==> config.mk <==
export PLATFORM = sky130hd
export DESIGN_NAME = h3_hash_pipeline
export DESIGN_NICKNAME = d
export VERILOG_FILES = /design/src/rtl/h3_pkg.sv /design/src/rtl/h3_row_reduce.sv /design/src/rtl/h3_hash_pipeline.sv
export SDC_FILE = /design/constraint.sdc
export NUM_CORES = 1
export LEC_CHECK = 0
export CAP_MARGIN = 10
export CORE_UTILIZATION = 35
export DETAILED_ROUTE_END_ITERATION = 10
export MAX_ROUTING_LAYER = met4
export PLACE_DENSITY = 0.59
export SLEW_MARGIN = 20
export SYNTH_ARGS = -nofsm -noshare
export SYNTH_HDL_FRONTEND = slang
export SYNTH_HIERARCHICAL = 1
export SYNTH_SLANG_ARGS = --single-unit
==> constraint.sdc <==
create_clock -name clk -period 1.6 [get_ports clk]
set_clock_uncertainty 0.05 [all_clocks]
set_input_delay 0.24 -clock clk [delete_from_list [all_inputs] [get_ports clk]]
set_output_delay 0.24 -clock clk [all_outputs]
set_load 0.05 [all_outputs]
==> src/rtl/h3_pkg.sv <==
// Shared widths, FSM states and offset helpers for the H3 hash pipeline.
package h3_pkg;

    localparam int unsigned DEF_NUMBER_OF_TABLES = 4;
    localparam int unsigned DEF_HASH_ADR_WIDTH   = 5;
    localparam int unsigned DEF_KEY_WIDTH        = 6;
    localparam int unsigned DEF_OP_WIDTH         = 2;

    typedef enum logic [1:0] {
        UNLOADED = 2'd0,
        RUN      = 2'd1,
        DRAIN    = 2'd2,
        CAPTURE  = 2'd3
    } h3_state_e;

    // Bit offset of matrix row [tbl][row] in the flattened matrix bundle.
    function automatic int unsigned row_offset(input int unsigned tbl, input int unsigned row,
                                               input int unsigned adr_w, input int unsigned key_w);
        return (tbl * adr_w + row) * key_w;
    endfunction

    // Bit offset of table tbl's address slice in the flattened address bus.
    function automatic int unsigned adr_offset(input int unsigned tbl, input int unsigned adr_w);
        return tbl * adr_w;
    endfunction

endpackage

==> src/rtl/h3_row_reduce.sv <==
// One table's XOR-reduction: address bit j is the parity of the row-j key/matrix product.
module h3_row_reduce
    import h3_pkg::*;
#(
    parameter int unsigned HASH_ADR_WIDTH = DEF_HASH_ADR_WIDTH,
    parameter int unsigned KEY_WIDTH      = DEF_KEY_WIDTH
) (
    input  logic [HASH_ADR_WIDTH*KEY_WIDTH-1:0] prod,
    output logic [HASH_ADR_WIDTH-1:0]           adr_c
);

    always_comb begin
        adr_c = '0;
        for (int j = 0; j < int'(HASH_ADR_WIDTH); j++) begin
            adr_c[j] = ^prod[row_offset(0, j, HASH_ADR_WIDTH, KEY_WIDTH) +: KEY_WIDTH];
        end
    end

endmodule

==> src/rtl/h3_hash_pipeline.sv <==
// Two-stage valid/ready H3 hash pipeline with shadowed matrices and a drain-before-reload FSM.
module h3_hash_pipeline
    import h3_pkg::*;
#(
    parameter int unsigned NUMBER_OF_TABLES = DEF_NUMBER_OF_TABLES,
    parameter int unsigned HASH_ADR_WIDTH   = DEF_HASH_ADR_WIDTH,
    parameter int unsigned KEY_WIDTH        = DEF_KEY_WIDTH,
    parameter int unsigned OP_WIDTH         = DEF_OP_WIDTH
) (
    input  logic                                             clk,
    input  logic                                             rst_n,
    input  logic [NUMBER_OF_TABLES*HASH_ADR_WIDTH*KEY_WIDTH-1:0] matrixes_i,
    input  logic                                             matrix_load_i,
    output logic                                             matrix_ready_o,
    input  logic                                             in_valid_i,
    output logic                                             in_ready_o,
    input  logic [KEY_WIDTH-1:0]                             key_i,
    input  logic [OP_WIDTH-1:0]                              op_i,
    output logic                                             out_valid_o,
    input  logic                                             out_ready_i,
    output logic [NUMBER_OF_TABLES*HASH_ADR_WIDTH-1:0]       adr_o,
    output logic [KEY_WIDTH-1:0]                             key_o,
    output logic [OP_WIDTH-1:0]                              op_o
);

    localparam int unsigned ROWS  = NUMBER_OF_TABLES * HASH_ADR_WIDTH;
    localparam int unsigned MAT_W = ROWS * KEY_WIDTH;
    localparam int unsigned TBL_W = HASH_ADR_WIDTH * KEY_WIDTH;

    h3_state_e             state_q, state_d;
    logic                  capture_c;
    logic [MAT_W-1:0]      shadow_q;
    logic                  s1_valid_q;
    logic [KEY_WIDTH-1:0]  s1_key_q;
    logic [OP_WIDTH-1:0]   s1_op_q;
    logic [MAT_W-1:0]      s1_prod_q;
    logic [ROWS-1:0]       adr_c;
    logic                  s2_advance, s1_advance, in_hs;

    assign s2_advance     = !out_valid_o || out_ready_i;
    assign s1_advance     = s1_valid_q && s2_advance;
    assign in_hs          = in_valid_i && in_ready_o;
    assign matrix_ready_o = (state_q == RUN);

    always_ff @(posedge clk) begin
        if (!rst_n) state_q <= UNLOADED;
        else        state_q <= state_d;
    end

    // A load request in RUN closes the input immediately so no key sees mixed matrices.
    always_comb begin
        state_d    = state_q;
        in_ready_o = 1'b0;
        capture_c  = 1'b0;
        case (state_q)
            UNLOADED: begin
                if (matrix_load_i) state_d = CAPTURE;
            end
            RUN: begin
                if (matrix_load_i) state_d = DRAIN;
                else               in_ready_o = !s1_valid_q || s1_advance;
            end
            DRAIN: begin
                if (!s1_valid_q && !out_valid_o) state_d = CAPTURE;
            end
            CAPTURE: begin
                capture_c = 1'b1;
                state_d   = RUN;
            end
            default: state_d = UNLOADED;
        endcase
    end

    always_ff @(posedge clk) begin
        if (!rst_n)         shadow_q <= '0;
        else if (capture_c) shadow_q <= matrixes_i;
    end

    // Stage 1: key, op and the key ANDed into every matrix row.
    always_ff @(posedge clk) begin
        if (!rst_n) begin
            s1_valid_q <= 1'b0;
            s1_key_q   <= '0;
            s1_op_q    <= '0;
            s1_prod_q  <= '0;
        end else if (in_hs) begin
            s1_valid_q <= 1'b1;
            s1_key_q   <= key_i;
            s1_op_q    <= op_i;
            s1_prod_q  <= shadow_q & {ROWS{key_i}};
        end else if (s1_advance) begin
            s1_valid_q <= 1'b0;
        end
    end

    for (genvar t = 0; t < int'(NUMBER_OF_TABLES); t++) begin : g_tbl
        h3_row_reduce #(
            .HASH_ADR_WIDTH (HASH_ADR_WIDTH),
            .KEY_WIDTH      (KEY_WIDTH)
        ) u_reduce (
            .prod  (s1_prod_q[row_offset(t, 0, HASH_ADR_WIDTH, KEY_WIDTH) +: TBL_W]),
            .adr_c (adr_c[adr_offset(t, HASH_ADR_WIDTH) +: HASH_ADR_WIDTH])
        );
    end

    // Stage 2: parity bits plus sideband; only reloads when S1 actually holds a key.
    always_ff @(posedge clk) begin
        if (!rst_n) begin
            out_valid_o <= 1'b0;
            adr_o       <= '0;
            key_o       <= '0;
            op_o        <= '0;
        end else if (s2_advance) begin
            out_valid_o <= s1_valid_q;
            if (s1_valid_q) begin
                adr_o <= adr_c;
                key_o <= s1_key_q;
                op_o  <= s1_op_q;
            end
        end
    end

endmodule
==> images/detail.png <==
Window x 79 to 109, y 79 to 109 um. Cells in grey, sequential cells in the stronger grey; small squares are vias.
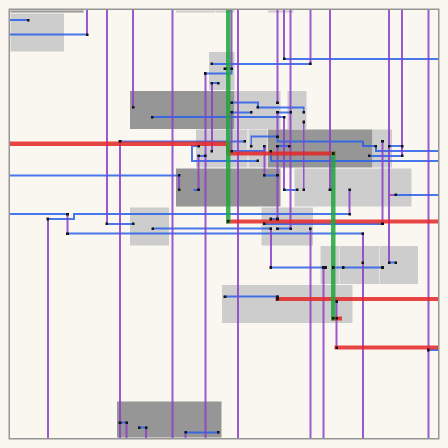
Key: red = metal 3; green = metal 4; purple = metal 2; blue = metal 1
Sequential cells in the window: 4. Most frequent: dfxtp_1 (4), nand2_1 (3), buf_4 (3). 17 logic cells have their middle in the window. Netlist names of flops here include s1_prod_q (3), shadow_q (1).

==> results.sh <==
# flow metrics
export IMPL_clkSinkCount=280
export IMPL_cts_path_max_buffers=3
export IMPL_crit_buf_inv=1
export IMPL_switching_share_pct=22.2
export IMPL_ys_types=30
export IMPL_power_density_nw_per_um2=998
export IMPL_fp_dieW_um=189
export IMPL_fillers=3289
export IMPL_tritoncts="done"
export IMPL_combGateArea_um2=5990
export IMPL_timing_critical_path_cells="and2b_2 > nand2_1 > and3b_1 > buf_6"
export IMPL_place_hpwl_mm=19.8
export IMPL_p_switching_mw=3.52
export IMPL_critical_path_class="reg -> out"
export IMPL_path_clk_slew_ps=60
export IMPL_cts_buffers=30
export IMPL_areaGrowthSynthToFinish_pct=30.0
export IMPL_vias_per_cell=4.73
export IMPL_die_area_um2=35700
export IMPL_final_nets=1608
export IMPL_cp_max_fo=4
export IMPL_p_int_mw=12.3
export IMPL_power_frac_clock_pct=45.9
export IMPL_cp_end_kind="output port"
export IMPL_max_cap_violations=0
export IMPL_edf_count=0
export IMPL_num_rows=68
export IMPL_fp_util_pct=35.5
export IMPL_cts_hold_buf=0
export IMPL_status="finished with violations"
export IMPL_cp_slowest_cell="dfxtp_4"
export IMPL_slowest_delay_ps=350
export IMPL_synthFlopType="dfxtp_1"
export IMPL_fp_nets=1448
export IMPL_design_area_um2=15900
export IMPL_grt_setup_unrepaired="yes"
export IMPL_insertedDiodeCount=0
export IMPL_regArea_um2=5610
export IMPL_clk_latency_ps=550
export IMPL_period_used_pct=114
export IMPL_gp_congestion=0.754
export IMPL_critPathTopFamily="simple AND/OR/NAND/NOR gates"
export IMPL_num_io_pins=164
export IMPL_synthesis_area_um2=12200
export IMPL_dr_max_layer_used="met4"
export IMPL_ys_seq_share_pct=45.8
export IMPL_slew_violations=0
export IMPL_ys_warn_count=6
export IMPL_cts_root_buf="clkbuf_16"
export IMPL_wl_met2_mm=15.4
export IMPL_wl_met3_um=987
export IMPL_p_comb_share_pct=8.8
export IMPL_grt_pass1_vias=9143
export IMPL_seqPwrFrac_pct=45.3
export IMPL_worstHoldPathType="in -> reg"
export IMPL_openroad_warnings=28
export IMPL_place_worst_setup_slack_ps=-304
export IMPL_lay_top_count="nand2_1"
export IMPL_syn_inst=1315
export IMPL_violations="negative setup slack"
export IMPL_grt_overflow_total=0
export IMPL_worstMarginPinSlew_ps=357
export IMPL_antenna_found_initial=0
export IMPL_portBuffers=163
export IMPL_grt_pass1_wl_mm=48.1
export IMPL_fmax_mhz=549
export IMPL_dr_pass1_iters=5
export IMPL_drc_errors=0
export IMPL_drtAntennaViolNets=0
export IMPL_final_hold_viol_count=0
export IMPL_arrival_ps=1530
export IMPL_setup_viol=93
export IMPL_die_h_um=189
export IMPL_core_area_um2=34500
export IMPL_ys_ff=280
export IMPL_htreeDepth=1
export IMPL_start_kind="register"
export IMPL_post_dp_cell_area_um2=14400
export IMPL_final_cell_mix="nand2_1, dfxtp_1, nand3_1"
export IMPL_required_ps=1310
export IMPL_ys_area_um2=12200
export IMPL_period_needed_ps=1820
export IMPL_p_leak_nw=5.48
export IMPL_grt_start_max_net_pins=71
export IMPL_avgSynthCellArea_um2=9.30
export IMPL_ys_cells=1315
export IMPL_drive_above_1_share_pct=12.4
export IMPL_slew_headroom_pct=76.2
export IMPL_worst_slack_ps=-221
export IMPL_rrSetupSlack_ps=-140
export IMPL_drtIter0Drc=541
export IMPL_drt_met1_wl_mm=14.4
export IMPL_async_flop_share_pct=0
export IMPL_irDropWorstVdd_mv=0.740
==> images/metal_density.png <==
Scale: 1.5 px per um. The die is cut into 38 by 38 equal tiles; dark purple is low, yellow is high, scaled to the fullest tile. Values are wire area over tile area, all layers added.
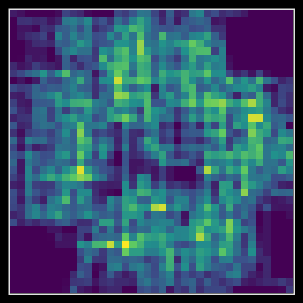
15% of the tiles are nearly empty. The mean over all tiles is 0.14. The fullest tile reaches 0.45.
Avg WL per Cell: 16.1 um
Global Route Usage Sum: 17.3%
Vias: 9,224
WL final: 31.4 mm

## kinds of logic (layout without fill, tap and decap cells)
family                    count (synthesis)  after routing  share of synthesized area [%]
and+or+nand+nor                         535            535                           18.2
DFF                                     280            280                           45.8
AOI/OAI and AO/OA                       181            181                           10.6
muxes                                   128            128                           10.5
buffers and inverters                   110            292                           5.64
xor gates and xnor gates                 81             81                           9.28
## what timing repair did
action                                  4_1_cts  5_1_grt
gates cloned                                  0       13
resized                                       7       25
pin swaps                                     0        1
hold endpoints to repair                      0        0
endpoints found under the setup margin        2       98
setup buffers                                 6        5
## final timing paths
| check | cells past startpoint | end | startpoint |
|---|---|---|---|
| max | 4 | in_ready_o | out_valid_o |
| min | 2 | shadow_q[47] | rst_n |
| max reg2reg | 7 | s1_prod_q[119] | out_valid_o |
| min reg2reg | 2 | s1_key_q[5] | s1_key_q[5] |
## routing by layer
layer,vias to the layer above,track usage [%]
met5,-,-
met4,0,4.13
met3,43,1.87
met2,161,29.5
met1,4328,22.0
li1,4692,-
## power by group through the flow
stage | clock (mW) | combinational (mW) | sequential, mW
floorplan | 0 | 0.663 | 7.32
global placement | 0 | 1.27 | 7.33
detailed placement | 0 | 1.28 | 7.34
CTS | 7.43 | 1.31 | 7.18
global route | 7.76 | 1.51 | 7.19
finish | 7.29 | 1.40 | 7.18
## synth_stat cells (2+ instances only)
cell,number,area share [%]
o21ai_0,18,0.74
mux2i_1,128,10
xnor3_1,20,3.7
buf_1,12,0.37
dlygate4sd1_1,2,0.14
dfxtp_1,280,46
a21boi_1,11,0.68
buf_12,13,2.1
xnor2_1,40,2.9
buf_2,37,1.5
xnor2_2,20,2.7
nand2b_1,2,0.10
clkbuf_1,43,1.3
nand2_1,378,12
o21ai_1,10,0.41
a21boi_0,140,8.6
nand3_1,148,6.1
## through the flow
| stage | total power [mW] | setup TNS [ps] | hold slack (ps) | util [%] | cells |
|---|---|---|---|---|---|
| 2_1_floorplan | 7.98 | 0 | 332 | - | 1315 |
| 3_3_place_gp | 8.60 | -31250 | 394 | 41.6 | 1874 |
| 3_5_place_dp | 8.61 | -34460 | 399 | 41.6 | 1874 |
| 4_1_cts | 15.9 | -445 | 21.0 | 44.9 | 1934 |
| 5_1_grt | 16.5 | -15680 | 39.3 | 46.1 | 1952 |
| 6_report | 15.9 | -7770 | 39.1 | 46.1 | 1952 |
## worst reg2reg max path: stages (launching register included)
cell and delay, ps:
dfxtp_4 350, and2b_2 210, buf_4 150, a21oi_4 230, buf_6 160, clkbuf_16 160
clkbuf_16 170, mux2i_1 190
## registers in the layout, indices dropped and copies added, names as in the netlist
signal       count
adr_o           20
key_o            6
op_o             2
out_valid_o      1
s1_key_q         6
s1_op_q          2
s1_prod_q      120
s1_valid_q       1
shadow_q       120
state_q          2
## layout make-up
cell class / instances / area share, %
tap: 455 / 3.58
clock buffer: 49 / 5.74
inverter: 1 / 0.0236
timing repair buffer: 237 / 16.9
clock inverter: 5 / 0.787
multi-input combinational: 925 / 37.7
sequential: 280 / 35.3
No activity file was given, so power comes from the tool's default toggle rates.
